--- config.mk ---
export PLATFORM = sky130hd
export DESIGN_NAME = axis_pair_packer
export DESIGN_NICKNAME = d
export VERILOG_FILES = /design/src/rtl/axis_pair_packer.sv
export SDC_FILE = /design/constraint.sdc
export NUM_CORES = 1
export LEC_CHECK = 0
export CAP_MARGIN = 5
export CORE_UTILIZATION = 50
export CTS_BUF_LIST = sky130_fd_sc_hd__clkbuf_8
export DETAILED_ROUTE_END_ITERATION = 10
export PLACE_DENSITY = 0.93
export SLEW_MARGIN = 25
export SYNTH_ARGS = -nofsm -noshare
export SYNTH_HDL_FRONTEND = slang
export SYNTH_SLANG_ARGS = --single-unit
--- constraint.sdc ---
create_clock -name clock -period 2.1 [get_ports clock]
set_input_delay 0.21 -clock clock [delete_from_list [all_inputs] [get_ports clock]]
set_output_delay 0.21 -clock clock [all_outputs]
set_load 0.1 [all_outputs]
--- src/rtl/axis_pair_packer.sv ---
// Packs consecutive DATA_WIDTH-bit AXI-Stream samples into {second, first} words of 2*DATA_WIDTH.
// A packet that ends on a low sample is closed with PAD_VALUE in the high half.
module axis_pair_packer #(
  parameter int unsigned           DATA_WIDTH = 8,
  parameter logic [DATA_WIDTH-1:0] PAD_VALUE  = {DATA_WIDTH{1'b0}}
) (
  input  logic                    clock,
  input  logic                    reset,
  input  logic [DATA_WIDTH-1:0]   s_tdata,
  input  logic                    s_tvalid,
  input  logic                    s_tlast,
  output logic                    s_tready,
  output logic [2*DATA_WIDTH-1:0] m_tdata,
  output logic                    m_tvalid,
  output logic                    m_tlast,
  input  logic                    m_tready
);

  logic                    have_low_r;
  logic [DATA_WIDTH-1:0]   low_r;

  logic                    in_xfer_s;
  logic                    out_xfer_s;
  logic                    load_s;
  logic [2*DATA_WIDTH-1:0] word_s;
  logic                    word_last_s;
  logic                    have_low_nxt_s;
  logic [DATA_WIDTH-1:0]   low_nxt_s;
  logic                    m_tvalid_nxt_s;

  // Upstream may push whenever the output register is free or draining this cycle.
  assign s_tready   = !m_tvalid || m_tready;
  assign in_xfer_s  = s_tvalid && s_tready;
  assign out_xfer_s = m_tvalid && m_tready;

  // Pairing decision and next-state computation.
  always_comb begin
    load_s         = 1'b0;
    word_s         = m_tdata;
    word_last_s    = m_tlast;
    have_low_nxt_s = have_low_r;
    low_nxt_s      = low_r;
    m_tvalid_nxt_s = m_tvalid;

    if (in_xfer_s) begin
      if (have_low_r) begin
        load_s         = 1'b1;
        word_s         = {s_tdata, low_r};
        word_last_s    = s_tlast;
        have_low_nxt_s = 1'b0;
      end else if (s_tlast) begin
        // Lone sample ends the packet: pad so no pair spans two packets.
        load_s         = 1'b1;
        word_s         = {PAD_VALUE, s_tdata};
        word_last_s    = 1'b1;
      end else begin
        low_nxt_s      = s_tdata;
        have_low_nxt_s = 1'b1;
      end
    end else begin
      have_low_nxt_s = have_low_r;
    end

    if (load_s) begin
      m_tvalid_nxt_s = 1'b1;
    end else if (out_xfer_s) begin
      m_tvalid_nxt_s = 1'b0;
    end else begin
      m_tvalid_nxt_s = m_tvalid;
    end
  end

  // Pairing state and output register.
  always_ff @(posedge clock) begin
    if (reset) begin
      have_low_r <= 1'b0;
      low_r      <= {DATA_WIDTH{1'b0}};
      m_tdata    <= {(2*DATA_WIDTH){1'b0}};
      m_tvalid   <= 1'b0;
      m_tlast    <= 1'b0;
    end else begin
      have_low_r <= have_low_nxt_s;
      low_r      <= low_nxt_s;
      m_tvalid   <= m_tvalid_nxt_s;
      m_tdata    <= word_s;
      m_tlast    <= word_last_s;
    end
  end

endmodule

**Wires at chosen ports, followed through buffers**

Scale: 10 px per µm.
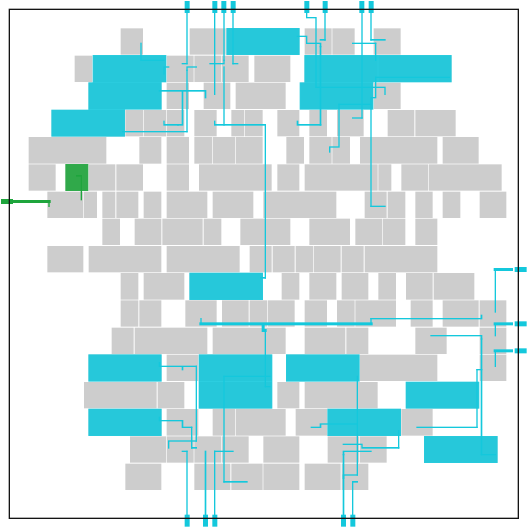
| port | color | direction | edge | end cells | buffers | wire |
|---|---|---|---|---|---|---|
| `m_tdata` | cyan | output | 8 north, 5 south, 3 east | 16 | 16 | 342 µm |
| `m_tready` | green | input | west | 1 | 1 | 6.80 µm |
I/O pin total: 32
number of port buffers: 31

**Cell placement**

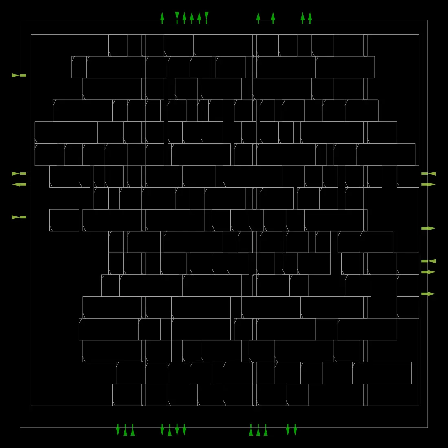
Tap Count: 28
filler cell count: 183
Finished Layout Cells: 174

**Clock wires, drivers and flops**

Scale: 6 px per µm.
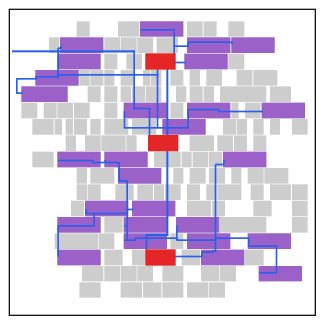
[flip-flops] purple | count: 27
[clock drivers] red | count: 3
[clock wires] blue | length: 286 µm
routed clock nets: 4
Clock Skew: 0.00536 ns
Late-Pin Clk Latency: 0.27 ns
clock share of power: 0.243

**Sequential cells colored by netlist name**

Scale: 6 px per µm. Other sequential cells in the stronger gray, the rest of the logic in the fainter gray.
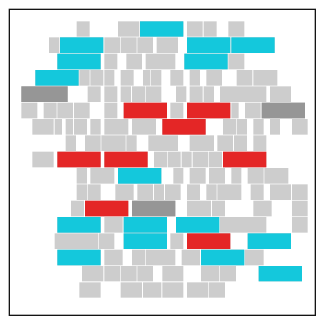
| name in the netlist | color | placed flops |
|---|---|---|
| `m_tdata` | cyan | 16 |
| `low_r` | red | 8 |
not colored: 3

**Cells colored by class**

Scale: 6 px per µm.
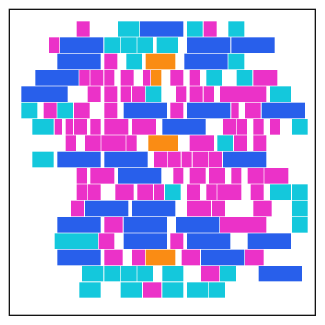
| class | color | cells |
|---|---|---|
| flops | blue | 27 |
| other buffers and delay cells | cyan | 36 |
| combinational and other logic | magenta | 79 |
| clock drivers and dummy loads | orange | 4 |

==> Slide: Implementation Results <==
Physical Implementation Snapshot

Status
  – Status: finished, final reports clean

Route
  – DRT iter0 DRCs: 23
  – Met3 wire length: 153 µm
  – Via density: 6.30
  – Detailed-route wire length per cell: 16.9 µm
  – M1 WL: 1240 µm
  – Vias: 1097
  – # DRC: 0
  – DR WL met2: 1500 µm
  – First-pass DRT Iterations: 4
  – Final antenna-violating net count: 0
  – Top routing layer in use: met4
  – Drt total wl: 2950 µm

STA
  – Setup violations, final: 0
  – Setup TNS: 0 ns
  – RSZ-0062 raised after global routing: no
  – Max Freq: 0.646 GHz
  – Final hold violations: 0
  – Slew Limit Fails: 0
  – Tcrit/Tclk final: 0.737
  – Worst slew margin: 0.644
  – Worst-Margin Slew: 0.530 ns
  – Post-layout minimum cycle time: 1.55 ns

Cells and area
  – Flop share of the area: 0.361
  – Flop Count: 27
  – Clock buffers: 3
  – Buffer share of cell area: 0.208
  – Diode count: 0
  – Inverters: 3
  – Layout cells sized above 1: 0.233
  – Combinational fraction of the cell area: 0.369
  – Comb gates: 76
  – Reg with most FFs: m_tdata
  – Area delta synth->final: 26.3%
  – Fin area: 1500 µm²
  – Register area: 542 µm²
  – ClkCell Share: 0.0308
  – Regs by FF count: m_tdata x16, low_r x8
  – Non-clk bufs: 36
  – Nets: 160
  – Top cell category: multi-input combinational cells
  – Comb. cell area: 554 µm²
  – Max reg flops: 16

Synthesis
  – Synthesized area per cell: 9.99 µm²
  – # Cells Yosys: 119
  – Post-synth mux share: 0.0758
  – Mapped Nets: 132
  – Ao+oa area frac: 0.222
  – Yosys reg bits: 27
  – Ys Warns: 0
  – Top cells by area: dfxtp_1 (45%), mux2_1 (7.6%), a22o_1 (5.9%), o31ai_1 (5.7%), a21oi_1 (4.6%)
  – Synth area leader: dfxtp_1
  – Sequential fraction of the synthesis area: 0.455
  – Xor/xnor share of the synthesized area: 0
  – Cells after Synth: 119
  – FA/HA/MAJ Cells, Area Fraction: 0
  – Synth Area in Simple Gates: 0.168
  – Cell Area, Synth: 1190 µm²
  – Main logic family after synthesis: AND-OR/OR-AND gates
  – Yosys stat area: 1190 µm²
  – Area share of the largest cell type after synthesis: 0.455
  – Unique masters post-synth: 22

Power
  – Share of power burned in registers: 0.465
  – P_sw: 0.000434 W
  – Cell area power density: 804 nW/µm²
  – Switching Fraction: 0.359
  – Worst vdd ir: 0.660 mV
  – Logic pwr share: 0.292
  – Final Power: 0.00121 W
  – P_int: 0.000773 W
  – Static Leak: 0.575 nW

Min path
  – Hold WC Path Type: register to register
  – Hold-critical path depth: 2

Placed design
  – Dpl hpwl: 1970 µm
  – Placed cell area: 1460 µm²
  – Gpl congestion: 0.892
  – Cell count after placement: 170

Worst setup path
  – CP startpoint kind: register
  – Crit path max fanout: 13
  – WP buf/inv: 1
  – Setup CP Type: register to register
  – Arr. time, crit path: 1.74 ns
  – Max incr delay on CP: 0.56 ns
  – Reg2Reg Depth: 4
  – Crit-path cells: or2_1 > buf_4 > a31oi_1 > nor3_1
  – CP Depth: 4
  – CP Capture Type: register
  – Slowest cell on the critical path: dfxtp_1
  – CP top delay family: flip-flops
  – Critical path required time: 2.29 ns

Global route
  – Busiest grt layer: met2
  – First-pass GRT wire length: 4730 µm
  – GRT met1 Usage: 0.313
  – Initial antenna violation count: 0
  – GR Util met3: 0.0273
  – Number of global-route vias before repair: 985
  – Pin count of the biggest net entering global routing: 21
  – Met2 Track Usage GR: 0.409
  – Global-route usage over all layers: 0.247
  – Grt total ovfl: 0

Clock network
  – Clk sink count: 27
  – Clk slew on worst S/H paths: 0.09 ns
  – Post-cts sizing count: 0
  – CTS tree: done
  – Post-CTS Hold Buffers: 0
  – CTS root buf: clkbuf_8
  – Cts bufs inserted: 3
  – CTS max path bufs: 2
  – Setup Buffers After CTS: 0
  – H-tree levels: 1

Die
  – FP Util: 0.532
  – Rows: 17
  – DIE WIDTH: 50.8 µm
  – Die H: 50.8 µm
  – CORE AREA: 2230 µm²
  – Die area: 2580 µm²

Flow run
  – Max-cap violation count: 0
  – Log Warnings: 26
==> placed cells by master, fill, tap and decap left out <==
cell,netlist,routed
clkdlybuf4s50_1,0,12
nor2_1,1,1
buf_12,0,1
nor2_4,1,1
inv_2,2,2
nor3_1,8,8
buf_4,3,23
or2_1,1,1
mux2_1,8,8
o31ai_1,9,9
a31oi_1,8,8
inv_1,1,1
nor2b_1,2,2
nor4_4,1,1
nor4_1,8,8
a22o_1,8,8
a31oi_4,1,1
dfxtp_1,27,26
nand4_1,8,8
a21oi_1,11,11
clkbuf_8,0,3
nand3_1,1,1
dfxtp_2,0,1
clkinv_2,0,1
==> power groups by stage <==
stage                     logic, W  clock network, W  registers, W
after floorplan           0.000122                 0      0.000715
after global placement    0.000341                 0      0.000571
after detailed placement  0.000350                 0      0.000573
after CTS                 0.000351          0.000296      0.000561
after global routing      0.000367          0.000318      0.000564
final                     0.000353          0.000293      0.000561
==> synthesized netlist by cell type (all sizes together) <==
cell type,n
clkbuf,2
a21oi,11
nor2b,2
nand4,8
nor2,2
o31ai,9
nand3,1
mux2,8
or2,1
a31oi,9
buf,11
inv,3
nor4,9
nor3,8
a22o,8
dfxtp,27
==> worst paths after layout <==
kind | startpoint | endpoint | slack, ns
max | have_low_r | m_tdata[4] | 0.55
min | m_tlast | m_tlast | 0.48
max reg2reg | have_low_r | m_tdata[4] | 0.55
min reg2reg | m_tlast | m_tlast | 0.48
==> per-stage QoR <==
step	utilization	hold WS, ns	worst slack [ns]
2_1_floorplan	-	0.336	0.296
3_3_place_gp	0.652	0.451	0.462
3_5_place_dp	0.652	0.460	0.393
4_1_cts	0.672	0.472	0.569
5_1_grt	0.672	0.496	0.463
6_report	0.672	0.477	0.552
Power and IR drop assume default switching activity.
